Run 1, congestion heat map:
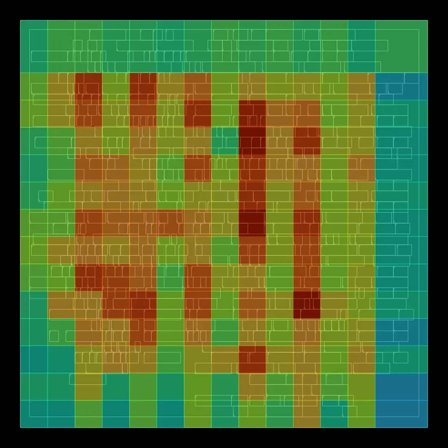
Run 1, PDN straps and rails:
Drawn at 4 px/µm. Pins as bars on the die edge. Tap cells in gray.
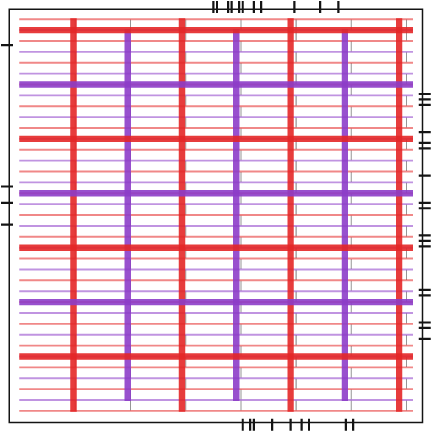
Run 1, clock distribution:
Drawn at 4 px/µm.
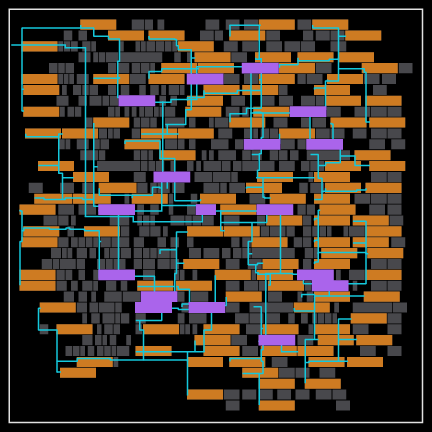
Run 1, placement by cell class:
Drawn at 4 px/µm. Fill, decap, tap and diode cells in gray.
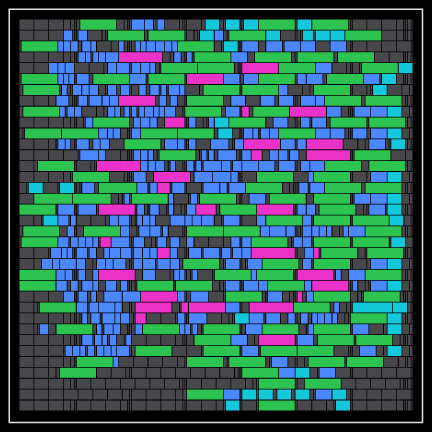
<file path="config.mk">
export PLATFORM = sky130hd
export DESIGN_NAME = uart_rx_32
export DESIGN_NICKNAME = d
export VERILOG_FILES = /design/src/rtl/uart_rx_32.sv
export SDC_FILE = /design/constraint.sdc
export NUM_CORES = 1
export LEC_CHECK = 0
export CAP_MARGIN = 20
export CORE_MARGIN = 2
export CORE_UTILIZATION = 55
export DETAILED_ROUTE_END_ITERATION = 10
export GPL_ROUTABILITY_DRIVEN = 0
export PLACE_DENSITY = 0.76
export SLEW_MARGIN = 10
export SYNTH_ARGS = -nofsm -noshare
export SYNTH_HDL_FRONTEND = slang
export SYNTH_SLANG_ARGS = --single-unit
</file>
<file path="constraint.sdc">
create_clock -name clockIN -period 5.5 [get_ports clockIN]
set_clock_uncertainty 0.15 [all_clocks]
set_input_delay 0.825 -clock clockIN [delete_from_list [all_inputs] [get_ports clockIN]]
set_output_delay 0.825 -clock clockIN [all_outputs]
set_load 0.01 [all_outputs]
</file>
<file path="src/rtl/uart_rx_32.sv">
// rtl/uart_rx_32.sv - 8N1 receiver assembling four frames (first frame in bits [7:0]) into a 32-bit word
module uart_rx_32 #(
  parameter int CLOCK_FREQUENCY = 25_000_000,
  parameter int BAUD_RATE       = 9600,
  parameter int TIMEOUT_BITS    = 20
) (
  input  logic        clockIN,
  input  logic        rxResetIN,
  input  logic        rxIN,
  output logic [31:0] rxDataOUT,
  output logic        rxValidOUT,
  output logic        rxBusyOUT,
  output logic [1:0]  rxByteCntOUT,
  output logic        rxFrameErrOUT,
  output logic        rxTimeoutOUT
);

  localparam int BIT_PERIOD  = CLOCK_FREQUENCY / BAUD_RATE;
  localparam int HALF_PERIOD = BIT_PERIOD / 2;
  localparam int TIMEOUT_CYC = TIMEOUT_BITS * BIT_PERIOD;
  localparam int CNT_W       = (BIT_PERIOD > 2) ? $clog2(BIT_PERIOD) : 1;
  localparam int GAP_W       = (TIMEOUT_CYC > 2) ? $clog2(TIMEOUT_CYC) : 1;

  localparam logic [CNT_W-1:0] BIT_RELOAD  = CNT_W'(BIT_PERIOD - 1);
  localparam logic [CNT_W-1:0] HALF_RELOAD = CNT_W'(HALF_PERIOD - 1);
  localparam logic [GAP_W-1:0] GAP_LAST    = GAP_W'(TIMEOUT_CYC - 1);

  typedef enum logic [2:0] {IDLE, START, DATA, STOP, BREAK} state_t;

  state_t             state_q, state_d;
  logic               sync1_q, sync1_d, sync2_q, sync2_d, prev_q, prev_d;
  logic [1:0]         warm_q, warm_d;
  logic [CNT_W-1:0]   cnt_q, cnt_d;
  logic [2:0]         bit_idx_q, bit_idx_d;
  logic [7:0]         shift_q, shift_d;
  logic [31:0]        word_q, word_d, data_q, data_d;
  logic [1:0]         byte_cnt_q, byte_cnt_d;
  logic [GAP_W-1:0]   gap_q, gap_d;
  logic               done_q, done_d, valid_q, valid_d;
  logic               ferr_q, ferr_d, tmo_q, tmo_d;
  logic               start_edge;

  // Edge detection stays disarmed until the edge flop holds a real line value,
  // so a line held low through reset release is not mistaken for a start bit.
  assign start_edge = (warm_q == 2'd3) && prev_q && !sync2_q;

  always_comb begin
    state_d    = state_q;
    sync1_d    = rxIN;
    sync2_d    = sync1_q;
    prev_d     = sync2_q;
    warm_d     = (warm_q == 2'd3) ? warm_q : warm_q + 2'd1;
    cnt_d      = cnt_q;
    bit_idx_d  = bit_idx_q;
    shift_d    = shift_q;
    word_d     = word_q;
    byte_cnt_d = byte_cnt_q;
    gap_d      = gap_q;
    done_d     = 1'b0;
    valid_d    = done_q;
    data_d     = done_q ? word_q : data_q;
    ferr_d     = 1'b0;
    tmo_d      = 1'b0;

    case (state_q)
      IDLE: begin
        if (start_edge) begin
          state_d = START;
          cnt_d   = HALF_RELOAD;
          gap_d   = '0;
        end else if (byte_cnt_q != 2'd0) begin
          if (gap_q == GAP_LAST) begin
            tmo_d      = 1'b1;
            byte_cnt_d = 2'd0;
            gap_d      = '0;
          end else begin
            gap_d = gap_q + GAP_W'(1);
          end
        end
      end
      START: begin
        if (cnt_q == '0) begin
          if (!sync2_q) begin
            state_d   = DATA;
            bit_idx_d = 3'd0;
            cnt_d     = BIT_RELOAD;
          end else begin
            state_d = IDLE;
          end
        end else begin
          cnt_d = cnt_q - CNT_W'(1);
        end
      end
      DATA: begin
        if (cnt_q == '0) begin
          shift_d   = {sync2_q, shift_q[7:1]};
          cnt_d     = BIT_RELOAD;
          bit_idx_d = bit_idx_q + 3'd1;
          if (bit_idx_q == 3'd7) state_d = STOP;
        end else begin
          cnt_d = cnt_q - CNT_W'(1);
        end
      end
      STOP: begin
        if (cnt_q == '0) begin
          if (sync2_q) begin
            word_d[{byte_cnt_q, 3'b000} +: 8] = shift_q;
            byte_cnt_d = byte_cnt_q + 2'd1;
            done_d     = (byte_cnt_q == 2'd3);
            state_d    = IDLE;
          end else begin
            ferr_d     = 1'b1;
            byte_cnt_d = 2'd0;
            state_d    = BREAK;
          end
        end else begin
          cnt_d = cnt_q - CNT_W'(1);
        end
      end
      BREAK: begin
        if (sync2_q) state_d = IDLE;
      end
      default: state_d = IDLE;
    endcase
  end

  always_ff @(posedge clockIN or posedge rxResetIN) begin
    if (rxResetIN) begin
      state_q    <= IDLE;
      sync1_q    <= 1'b1;
      sync2_q    <= 1'b1;
      prev_q     <= 1'b1;
      warm_q     <= 2'd0;
      cnt_q      <= '0;
      bit_idx_q  <= 3'd0;
      shift_q    <= 8'd0;
      word_q     <= 32'd0;
      data_q     <= 32'd0;
      byte_cnt_q <= 2'd0;
      gap_q      <= '0;
      done_q     <= 1'b0;
      valid_q    <= 1'b0;
      ferr_q     <= 1'b0;
      tmo_q      <= 1'b0;
    end else begin
      state_q    <= state_d;
      sync1_q    <= sync1_d;
      sync2_q    <= sync2_d;
      prev_q     <= prev_d;
      warm_q     <= warm_d;
      cnt_q      <= cnt_d;
      bit_idx_q  <= bit_idx_d;
      shift_q    <= shift_d;
      word_q     <= word_d;
      data_q     <= data_d;
      byte_cnt_q <= byte_cnt_d;
      gap_q      <= gap_d;
      done_q     <= done_d;
      valid_q    <= valid_d;
      ferr_q     <= ferr_d;
      tmo_q      <= tmo_d;
    end
  end

  assign rxDataOUT     = data_q;
  assign rxValidOUT    = valid_q;
  assign rxBusyOUT     = (state_q != IDLE);
  assign rxByteCntOUT  = byte_cnt_q;
  assign rxFrameErrOUT = ferr_q;
  assign rxTimeoutOUT  = tmo_q;

endmodule

</file>
==> deck_impl_summary.md, run 1 <==
Flow Results at a Glance

Logic synthesis
  • Post-Syn Nets: 498
  • Synth top area share: 53.0%
  • Asr flop ratio synth: 100%
  • Post-synth top area cell: dfrtp_1
  • Synth flops: 117
  • Dominant register cell: dfrtp_1
  • Top cells by area: dfrtp_1 (53%), mux2_2 (8.6%), a21bo_2 (4.5%)
  • Yosys warning tally: 0
  • Number of cells in Yosys stat: 484
  • Yosys stat area: 5380 µm²
  • Count leader, synth: dfrtp_1
  • Distinct lib cells: 51
  • Avg Cell Area, Syn: 11.1 µm²
  • Cells after synthesis: 484
  • Seq/Total Area, Yosys: 54.5%
  • Number of enable flip-flop cells: 0
  • Post-Syn Area: 5380 µm²
  • Commonest cells post-synth: dfrtp_1 (114), mux2_2 (41), nand4_1 (36), nand2_1 (33), o21ai_0 (27)

Pwr
  • NetSw: 0.000584 W
  • Clk power: 0.00117 W
  • Leak Pwr: 2.93 nW
  • Sequential Power Share: 41.0%
  • Pwr Total: 0.00239 W
  • Power per cell area: 367 nW/µm²
  • Clock share of power: 49.2%
  • Sw frac: 24.4%
  • Worst vdd ir: 236 µV
  • P_comb: 0.000236 W
  • Logic pwr share: 9.9%
  • Largest Pwr Group: clock
  • Internal power: 0.00181 W
  • P_seq: 0.000979 W

Finish
  • Top cells excl fill/tap: dfrtp_1 (114), mux2_2 (41), clkdlybuf4s50_1 (40)
  • Fill cells: 711
  • ANT cells: 0
  • Total Nets Final: 534
  • ClkCell Share: 9.77%
  • Area Overhead vs Synth: 20.9%
  • Top class by area: flip-flops and latches
  • Flop share of the area: 45.0%
  • Post-route design area: 6510 µm²
  • #MultiIn Comb: 319
  • Reg area: 2930 µm²
  • Buffers, non-clock: 42
  • Fin cells: 666
  • Clkbuf count: 20
  • Comb area: 2250 µm²
  • Signal buf overhead: 6.69%
  • Seq cells: 117
  • Layout cells sized above 1: 20.8%
  • Inverters: 23
  • Most frequent logic cell in the layout: dfrtp_1
  • Comb/total area: 34.6%

Route
  • DR vias: 3852
  • Total length of routed wires: 10800 µm
  • Final antenna-violating net count: 0
  • WL/cell: 16.3 µm
  • TritonRoute pass-1 iters: 4
  • Drt drc: 0
  • Met3 Wirelength: 409 µm
  • M1 WL: 4800 µm
  • Initial DRC Count: 153
  • Vias/cell: 5.78
  • Top layer reached by signal wires: met4
  • Routed wl met2: 5490 µm

Clock tree
  • Clk sink count: 117
  • CTS tree: built
  • Late-Pin Clk Latency: 0.51 ns
  • Reg clk slew, reported paths: 0.06 ns
  • Num CTS Buffers: 17
  • CTS max path bufs: 2
  • Clock root buffer master: clkbuf_8
  • Hold buffers post-CTS: 0
  • H-tree depth: 4
  • Setup bufs post-CTS: 0
  • Post-CTS Resized: 0

Setup path
  • Crit path capture: word_q[14]
  • WP depth: 5
  • Critical R2R Capture: word_q[14]
  • Top delay family on crit path: simple AND/OR/NAND/NOR gates
  • Crit end category: flop
  • Setup crit start: cnt_q[8]
  • Crit Reg-Reg Startpoint: cnt_q[8]
  • Critical Path Start Type: flop
  • CP max FO: 35
  • R2R Setup Slk: 2.28 ns
  • R2R cell count: 5
  • CP max stage cell: or4_1
  • Crit path required time: 5.75 ns
  • Max stage delay on crit path: 0.67 ns
  • Crit path cell chain: or4_4 -> or4_1 -> nor2_4 -> nand2_1 -> a21bo_2
  • Critical path arrival: 3.47 ns
  • Worst path bufs/invs: 0
  • CP Class: reg2reg

Global routing
  • Global-route wire length before repair: 18000 µm
  • Largest net degree at the start of global routing: 73
  • Met2 GRT Util: 35.8%
  • Vias in the first global route: 3686
  • Busiest grt layer: met2
  • Fraction of met3 tracks used by global routing: 5.69%
  • Total grt overflow: 0
  • Initial antenna violation count: 0

Flow run
  • Tool warnings: 31
  • Maxcap violations: 0

Placed design
  • DP HPWL: 7210 µm
  • Number of placed cells counting well taps: 634
  • Setup WS pre-CTS: 2.36 ns
  • PortBufs: 40
  • Placed Area: 5870 µm²

Timing
  • FMAX: 311 MHz
  • Fin Setup TNS: 0 ns
  • Slew margin rel.: 31.3%
  • Final setup fails: 0
  • Post-route worst setup slack: 2.28 ns
  • Worst-margin pin slew: 1.03 ns
  • Final hold slack: 0.205 ns
  • RSZ-0062 raised after global routing: no
  • Cycle use final: 58.5%
  • Min cycle time layout: 3.22 ns
  • Fin. Hold Viols: 0
  • Max Slew Vio Count: 0

Die
  • Die Y: 103 µm
  • Core Area: 9640 µm²
  • I/O Pins: 41
  • Total Die Area: 10600 µm²
  • Die W: 103 µm
  • Tapcells: 133
  • Num rows: 36
  • Core Util at FP: 55.9%

Hold path
  • Hold Crit Start: sync1_q
  • Hold crit path type: reg2reg

Outcome
  • Outcome: completed
## Picture notes: 'congestion heat map'
total track usage: 22.2%
M1 GR Usage: 29.6%
post-layout util: 67.5%

## Picture notes: 'PDN straps and rails'
VDD -> purple
VSS -> red
tap cells = 133
signal pins = 41
met4 straps = 7
met1 rails = 37

## Picture notes: 'clock distribution'
flip-flops -> orange  # count 117
cells driving clock nets -> purple  # count 17
clock wires -> cyan  # length 1400 µm
routed clock nets = 18
flops lie = widely spread

## Picture notes: 'placement by cell class'
clock drivers and dummy loads -> magenta  # cells 32
all other logic -> blue  # cells 342
other buffers and delay cells -> cyan  # cells 42
flip-flops -> green  # cells 117

[run 1: worst min path at each step]
stage | slack [ns] | to | cells past startpoint
4_1_cts | 0.21 | prev_d | 0
2_1_floorplan | 0.20 | prev_d | 0
3_5_place_dp | 0.20 | prev_d | 0
3_3_place_gp | 0.20 | prev_d | 0
5_1_grt | 0.21 | prev_d | 0
6_report | 0.20 | prev_d | 0
[run 1: kinds of logic after synthesis]
kind of cell             Yosys count  synth area share, %
AND-OR/OR-AND                    104                 13.4
XOR/XNOR                           2                0.325
adder cells (fa/ha/maj)           11                 2.56
buffers and inverters             48                 3.74
flip-flops                       117                 54.5
multiplexers                      42                 8.76
AND/OR/NAND/NOR                  160                 16.7
==> run 2, diff against run 1 <==
==> constraint.sdc (replaced) <==
create_clock -name clockIN -period 3.15 [get_ports clockIN]
set_clock_uncertainty 0.15 [all_clocks]
set_input_delay 0.4725 -clock clockIN [delete_from_list [all_inputs] [get_ports clockIN]]
set_output_delay 0.4725 -clock clockIN [all_outputs]
set_load 0.01 [all_outputs]
==> run 2 against run 1 <==
Compared with the run above: non-clock buffer count grew 5; critical endpoint is now word_q[20]; worst setup slack worse by 1.9 ns; area after synthesis unchanged; worst hold slack gained 0.00086 ns; sequential power up 76%; utilization barely moved; global-route usage shrank 0.37 points; critical path type unchanged; wire length decreased by 0.71%.
==> deck_impl_summary.md, run 2 <==
Flow Results at a Glance

Outcome
  • Outcome: completed (unchanged)

Logic synthesis
  • Number of enable flip-flop cells: 0 (unchanged)
  • Asr flop ratio synth: 100% (unchanged)
  • Comb area leader: simple AND/OR/NAND/NOR gates (unchanged)
  • Yosys warning tally: 0 (unchanged)
  • Yosys stat area: 5380 µm² (unchanged)
  • Number of cells in Yosys stat: 484 (unchanged)
  • Synth flops: 117 (unchanged)
  • Dominant register cell: dfrtp_1 (unchanged)
  • Post-synth top area cell: dfrtp_1 (unchanged)
  • XOR/XNOR Area Share: 0.325% (unchanged)
  • Area fraction in compound gates: 13.4% (unchanged)
  • Post-Syn Nets: 498 (unchanged)
  • Simple Share, Synth: 16.7% (unchanged)
  • MUX share of area: 8.76% (unchanged)
  • Count leader, synth: dfrtp_1 (unchanged)
  • Avg Cell Area, Syn: 11.1 µm² (unchanged)
  • Post-Syn Area: 5380 µm² (unchanged)
  • Distinct lib cells: 51 (unchanged)
  • Seq/Total Area, Yosys: 54.5% (unchanged)
  • Synth top area share: 53.0% (unchanged)
  • Commonest cells post-synth: dfrtp_1 (114), mux2_2 (41), nand4_1 (36), nand2_1 (33), o21ai_0 (27) (unchanged)

Pwr
  • Logic pwr share: 10.2% (was 9.9%)
  • Sequential Power Share: 42.0% (was 41.0%)
  • P_seq: 0.00172 W (was 0.000979 W)
  • Worst vdd ir: 389 µV (was 236 µV)
  • Pwr Total: 0.00409 W (was 0.00239 W)
  • Leak Pwr: 2.94 nW (was 2.93 nW)
  • Largest Pwr Group: clock (unchanged)
  • NetSw: 0.00100 W (was 0.000584 W)
  • Clk power: 0.00196 W (was 0.00117 W)
  • P_comb: 0.000416 W (was 0.000236 W)
  • Internal power: 0.00309 W (was 0.00181 W)
  • Clock share of power: 47.8% (was 49.2%)
  • Power per cell area: 629 nW/µm² (was 367 nW/µm²)

Finish
  • Most frequent logic cell in the layout: dfrtp_1 (unchanged)
  • Top cells excl fill/tap: dfrtp_1 (114), mux2_2 (41), clkdlybuf4s50_1 (40) (unchanged)
  • Comb area: 2250 µm² (unchanged)
  • Area Overhead vs Synth: 20.8% (was 20.9%)
  • Post-route design area: 6510 µm² (about the same)
  • Layout cells sized above 1: 21.3% (was 20.8%)
  • Fin cells: 669 (was 666)
  • Reg area: 2930 µm² (unchanged)
  • Total Nets Final: 539 (was 534)
  • ANT cells: 0 (unchanged)
  • Post-layout util: 67.5% (about the same)
  • Fill cells: 741 (was 711)

Timing
  • Fin. Hold Viols: 0 (unchanged)
  • FMAX: 367 MHz (was 311 MHz)
  • Fin Setup TNS: 0 ns (unchanged)
  • RSZ-0062 raised after global routing: no (unchanged)
  • Min cycle time layout: 2.72 ns (was 3.22 ns)
  • Post-route worst setup slack: 0.428 ns (was 2.28 ns)
  • Slew margin rel.: 44.7% (was 31.3%)
  • Final setup fails: 0 (unchanged)
  • Cycle use final: 86.4% (was 58.5%)
  • Worst-margin pin slew: 0.823 ns (was 1.03 ns)
  • Max Slew Vio Count: 0 (unchanged)
  • Final hold slack: 0.206 ns (was 0.205 ns)

Clock tree
  • Reg clk slew, reported paths: 0.06 ns (about the same)
  • Late-Pin Clk Latency: 0.51 ns (about the same)
  • Setup bufs post-CTS: 0 (unchanged)
  • H-tree depth: 4 (unchanged)
  • Num CTS Buffers: 17 (unchanged)
  • Clk sink count: 117 (unchanged)
  • CTS max path bufs: 2 (unchanged)
  • Post-CTS Resized: 0 (unchanged)
  • Hold buffers post-CTS: 0 (unchanged)
  • CTS tree: built (unchanged)

Global routing
  • Global-route wire length before repair: 17700 µm (was 18000 µm)
  • Busiest grt layer: met2 (unchanged)
  • Met2 GRT Util: 34.8% (was 35.8%)
  • Vias in the first global route: 3670 (was 3686)
  • Largest net degree at the start of global routing: 118 (was 73)
  • Total grt overflow: 0 (unchanged)
  • Initial antenna violation count: 0 (unchanged)
  • M1 GR Usage: 28.4% (was 29.6%)
  • Fraction of met3 tracks used by global routing: 5.08% (was 5.69%)

Setup path
  • Crit path cell chain: or4_4 -> or4_1 -> nor2_4 -> buf_4 -> nand4_1 -> a21bo_2 (was or4_4 -> or4_1 -> nor2_4 -> nand2_1 -> a21bo_2)
  • CP max FO: 12 (was 35)
  • CP max stage cell: or4_1 (unchanged)
  • R2R cell count: 6 (was 5)
  • R2R Setup Slk: 0.43 ns (was 2.28 ns)
  • Critical Path Start Type: flop (unchanged)
  • Critical R2R Capture: word_q[20] (was word_q[14])
  • Crit path required time: 3.45 ns (was 5.75 ns)
  • Crit Reg-Reg Startpoint: cnt_q[2] (was cnt_q[8])
  • WP depth: 6 (was 5)
  • Top delay family on crit path: simple AND/OR/NAND/NOR gates (unchanged)
  • Max stage delay on crit path: 0.64 ns (was 0.67 ns)
  • Worst path bufs/invs: 1 (was 0)
  • CP Class: reg2reg (unchanged)

Die
  • I/O Pins: 41 (unchanged)
  • Die Y: 103 µm (unchanged)
  • Total Die Area: 10600 µm² (unchanged)
  • Core Util at FP: 55.9% (unchanged)
  • Num rows: 36 (unchanged)
  • Core Area: 9640 µm² (unchanged)

Route
  • WL/cell: 16.1 µm (was 16.3 µm)
  • Initial DRC Count: 175 (was 153)
  • Top layer reached by signal wires: met4 (unchanged)
  • Vias/cell: 5.81 (was 5.78)
  • Total length of routed wires: 10800 µm (about the same)
  • Final antenna-violating net count: 0 (unchanged)
  • Drt drc: 0 (unchanged)
  • DR vias: 3889 (was 3852)
  • TritonRoute pass-1 iters: 5 (was 4)
  • Routed wl met2: 5270 µm (was 5490 µm)
  • M1 WL: 4870 µm (was 4800 µm)

Placed design
  • Number of placed cells counting well taps: 639 (was 634)
  • DP HPWL: 7120 µm (was 7210 µm)
  • Setup WS pre-CTS: 0.460 ns (was 2.36 ns)
  • PortBufs: 40 (unchanged)

Hold path
  • Hold Crit Start: sync1_q (unchanged)
  • Worst Hold End: prev_d (unchanged)
  • Hold Path Depth: 0 (unchanged)
  • Hold crit path type: reg2reg (unchanged)

Flow run
  • Tool warnings: 33 (was 31)
  • Maxcap violations: 0 (unchanged)
run 2: area by class of cell:
type / count / share of cell area (%)
Inverter: 23 / 1.38
Multi-Input combinational cell: 319 / 34.6
Sequential cell: 117 / 45.1
Timing Repair Buffer: 47 / 7.15
Clock inverter: 9 / 2.35
Clock buffer: 21 / 6.90
Tap cell: 133 / 2.56
run 2: how the worst max path moves through the flow:
stage                        start    endpoint  slack (ns)
final                     cnt_q[2]  word_q[20]        0.43
after global routing      cnt_q[0]    cnt_q[7]        0.28
after CTS                 cnt_q[2]  word_q[20]        0.43
after detailed placement  cnt_q[2]   word_q[8]        0.46
after global placement    cnt_q[0]    cnt_q[7]        0.53
after floorplan           cnt_q[8]    cnt_q[5]        0.70
Run 2, clock distribution:
Drawn at 4 px/µm.
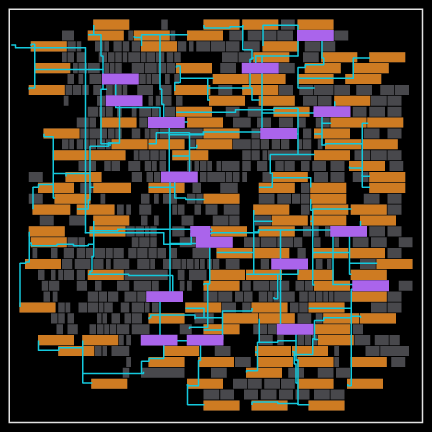
clock wires -> cyan  # length 1450 µm
flip-flops -> orange  # count 117
cells driving clock nets -> purple  # count 17
routed clock nets = 18

Run 2, placement by cell class:
Drawn at 4 px/µm. Fill, decap, tap and diode cells in gray.
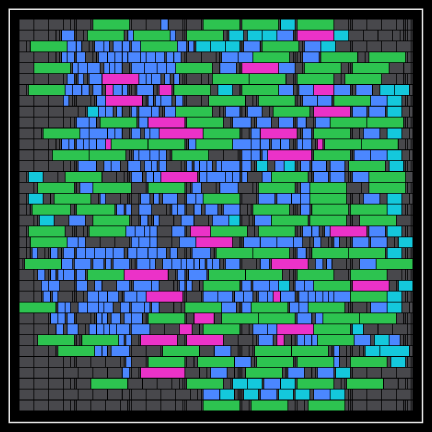
flip-flops -> green  # cells 117
all other logic -> blue  # cells 342
other buffers and delay cells -> cyan  # cells 47
clock drivers and dummy loads -> magenta  # cells 30

==> run 3, diff against run 2 <==
--- a/config.mk
+++ b/config.mk
@@ -7,10 +7,9 @@
 export LEC_CHECK = 0
 export CAP_MARGIN = 20
 export CORE_MARGIN = 2
-export CORE_UTILIZATION = 55
+export CORE_UTILIZATION = 35
 export DETAILED_ROUTE_END_ITERATION = 10
 export GPL_ROUTABILITY_DRIVEN = 0
-export PLACE_DENSITY = 0.76
 export SLEW_MARGIN = 10
 export SYNTH_ARGS = -nofsm -noshare
 export SYNTH_HDL_FRONTEND = slang
==> run 3 against run 2 <==
Compared with the run above: area after synthesis stayed put; sequential power hardly changed; combinational power hardly changed; utilization is 24 points lower; wire length is 3.4% higher; synthesized cell count stayed put; worst hold slack worse by 0.00057 ns; cell count is 8.5% higher; design area is 0.23% higher; non-clock buffer count is 2 higher; critical path type unchanged; largest cell class unchanged; highest routed layer unchanged.
==> deck_impl_summary.md, run 3 <==
Flow Results at a Glance

Logic synthesis
  • Dominant register cell: dfrtp_1 (unchanged)
  • Post-synth top area cell: dfrtp_1 (unchanged)
  • Commonest cells post-synth: dfrtp_1 (114), mux2_2 (41), nand4_1 (36), nand2_1 (33), o21ai_0 (27) (unchanged)
  • Seq/Total Area, Yosys: 54.5% (unchanged)
  • Top cells by area: dfrtp_1 (53%), mux2_2 (8.6%), a21bo_2 (4.5%) (unchanged)
  • Yosys warning tally: 0 (unchanged)
  • Post-Syn Nets: 498 (unchanged)
  • Yosys stat area: 5380 µm² (unchanged)
  • Post-Syn Area: 5380 µm² (unchanged)
  • Cells after synthesis: 484 (unchanged)
  • Count leader, synth: dfrtp_1 (unchanged)
  • Distinct lib cells: 51 (unchanged)
  • Number of enable flip-flop cells: 0 (unchanged)

Finish
  • Most frequent logic cell in the layout: dfrtp_1 (unchanged)
  • Total Nets Final: 541 (was 539)
  • Layout cells sized above 1: 21.4% (was 21.3%)
  • Post-route design area: 6520 µm² (was 6510 µm²)
  • Post-layout util: 43.2% (was 67.5%)

Die
  • Core Area: 15100 µm² (was 9640 µm²)
  • Die Y: 128 µm (was 103 µm)
  • Die W: 128 µm (was 103 µm)
  • Core Util at FP: 35.7% (was 55.9%)
  • I/O Pins: 41 (unchanged)
  • Num rows: 45 (was 36)
  • Total Die Area: 16400 µm² (was 10600 µm²)

Clock tree
  • CTS tree: built (unchanged)
  • Clk sink count: 117 (unchanged)
  • Late-Pin Clk Latency: 0.42 ns (was 0.51 ns)
  • Clock root buffer master: clkbuf_16 (was clkbuf_8)
  • Num CTS Buffers: 17 (unchanged)
  • Hold buffers post-CTS: 0 (unchanged)
  • H-tree depth: 4 (unchanged)
  • CTS max path bufs: 2 (unchanged)
  • Post-CTS Resized: 0 (unchanged)
  • Reg clk slew, reported paths: 0.05 ns (was 0.06 ns)
  • Setup bufs post-CTS: 0 (unchanged)

Global routing
  • Global-route wire length before repair: 18800 µm (was 17700 µm)
  • Total track usage: 14.6% (was 21.8%)
  • Largest net degree at the start of global routing: 58 (was 118)
  • Vias in the first global route: 3730 (was 3670)
  • Met2 GRT Util: 22.3% (was 34.8%)
  • Fraction of met3 tracks used by global routing: 4.63% (was 5.08%)
  • Busiest grt layer: met2 (unchanged)
  • Initial antenna violation count: 0 (unchanged)

Setup path
  • Critical R2R Capture: word_q[6] (was word_q[20])
  • Top delay family on crit path: simple AND/OR/NAND/NOR gates (unchanged)
  • Setup crit start: cnt_q[2] (unchanged)
  • Worst path bufs/invs: 0 (was 1)
  • Crit end category: flop (unchanged)
  • Critical Path Start Type: flop (unchanged)
  • CP max FO: 19 (was 12)
  • Crit Reg-Reg Startpoint: cnt_q[2] (unchanged)
  • WP depth: 5 (was 6)
  • CP Class: reg2reg (unchanged)
  • R2R cell count: 5 (was 6)
  • Crit path required time: 3.30 ns (was 3.45 ns)
  • CP max stage cell: or4_1 (unchanged)

Route
  • Initial DRC Count: 305 (was 175)
  • Top layer reached by signal wires: met4 (unchanged)
  • M1 WL: 5200 µm (was 4870 µm)
  • DR vias: 3880 (was 3889)
  • WL/cell: 15.3 µm (was 16.1 µm)
  • Routed wl met2: 5210 µm (was 5270 µm)
  • Final antenna-violating net count: 0 (unchanged)
  • Total length of routed wires: 11100 µm (was 10800 µm)
  • Vias/cell: 5.34 (was 5.81)
  • TritonRoute pass-1 iters: 4 (was 5)
  • Drt drc: 0 (unchanged)

Pwr
  • Logic pwr share: 10.7% (was 10.2%)
  • Internal power: 0.00286 W (was 0.00309 W)
  • NetSw: 0.000999 W (was 0.00100 W)
  • Sw frac: 25.9% (was 24.5%)
  • Sequential Power Share: 44.4% (was 42.0%)
  • Clock share of power: 44.9% (was 47.8%)
  • Power per cell area: 592 nW/µm² (was 629 nW/µm²)
  • Worst vdd ir: 414 µV (was 389 µV)
  • Largest Pwr Group: clock (unchanged)
  • P_comb: 0.000414 W (was 0.000416 W)
  • Pwr Total: 0.00386 W (was 0.00409 W)

Placed design
  • Number of placed cells counting well taps: 696 (was 639)
  • Setup WS pre-CTS: 0.257 ns (was 0.460 ns)
  • Placed Area: 5990 µm² (was 5900 µm²)
  • PortBufs: 40 (unchanged)
  • DP HPWL: 7650 µm (was 7120 µm)

Timing
  • Final setup fails: 0 (unchanged)
  • Cycle use final: 91.9% (was 86.4%)
  • RSZ-0062 raised after global routing: no (unchanged)
  • Post-route worst setup slack: 0.255 ns (was 0.428 ns)
  • Fin. Hold Viols: 0 (unchanged)
  • Slew margin rel.: 50.1% (was 44.7%)

Outcome
  • Outcome: completed (unchanged)

Hold path
  • Hold crit path type: reg2reg (unchanged)
  • Worst Hold End: prev_d (unchanged)

Flow run
  • Maxcap violations: 0 (unchanged)
-- run 3: cell counts after synthesis --
No cell type changed its count.
-- run 3: worst reg2reg max path: stages (launching register included) --
cell and delay (ns):
dfrtp_1 0.44, or4_4 0.60, or4_1 0.62, nor2_4 0.40, nand2_1 0.29, a21bo_2 0.28
-- run 3: area by class of cell --
type	count	area [µm²]
clock buffers	21	450
clock inverters	9	82.6
multi-input cells	319	2250
inverters	23	90.1
well taps	188	235
fillers	1395	8570
repair buffers	49	480
flip-flops and latches	117	2930
-- run 3: cell families after synthesis --
family / count (synthesis) / synth area share [%]
flops: 117 / 54.5
mux: 42 / 8.76
fa+ha+maj: 11 / 2.56
compound gates: 104 / 13.4
buf+inv: 48 / 3.74
xor+xnor: 2 / 0.325
simple gates: 160 / 16.7
Run 3, clock distribution:
Drawn at 3 px/µm.
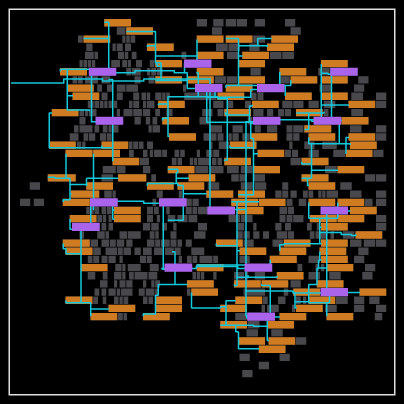
flip-flops -> orange  # count 117
clock wires -> cyan  # length 1540 µm
cells driving clock nets -> purple  # count 17
routed clock nets = 18

Run 3, PDN straps and rails:
Drawn at 4 px/µm. Pins as bars on the die edge. Tap cells in gray.
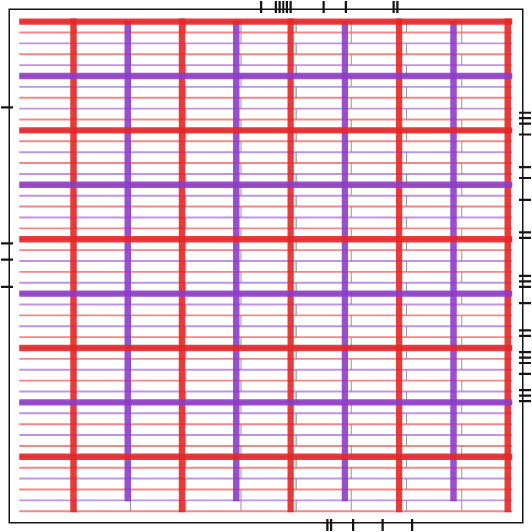
VDD -> purple
VSS -> red
met5 straps = 9
met1 rails = 46


==> gallery <==
Signal wires by layer.
Drawn at 4 px/µm.
shot_01.png
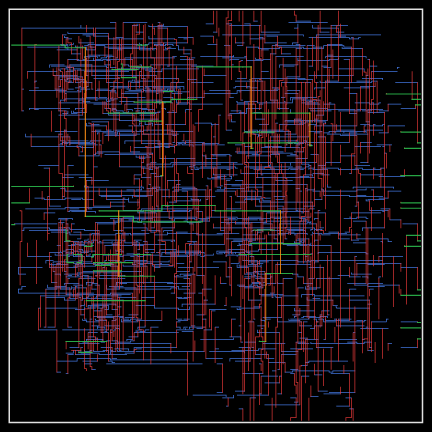
shot_02.png
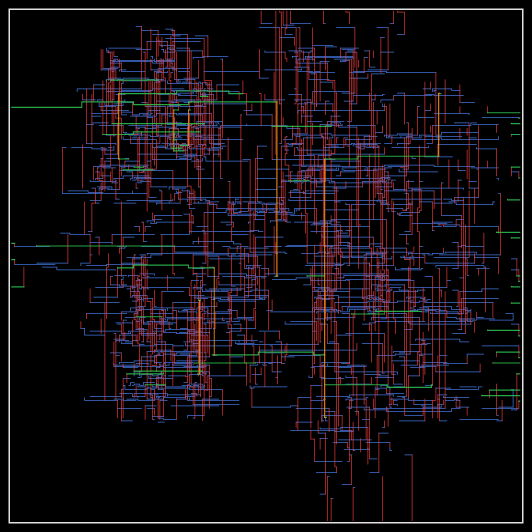
shot_01.png comes from run 1.
shot_02.png comes from run 3.
The one with the largest die is shot_02.png.

Power and IR drop assume default switching activity.
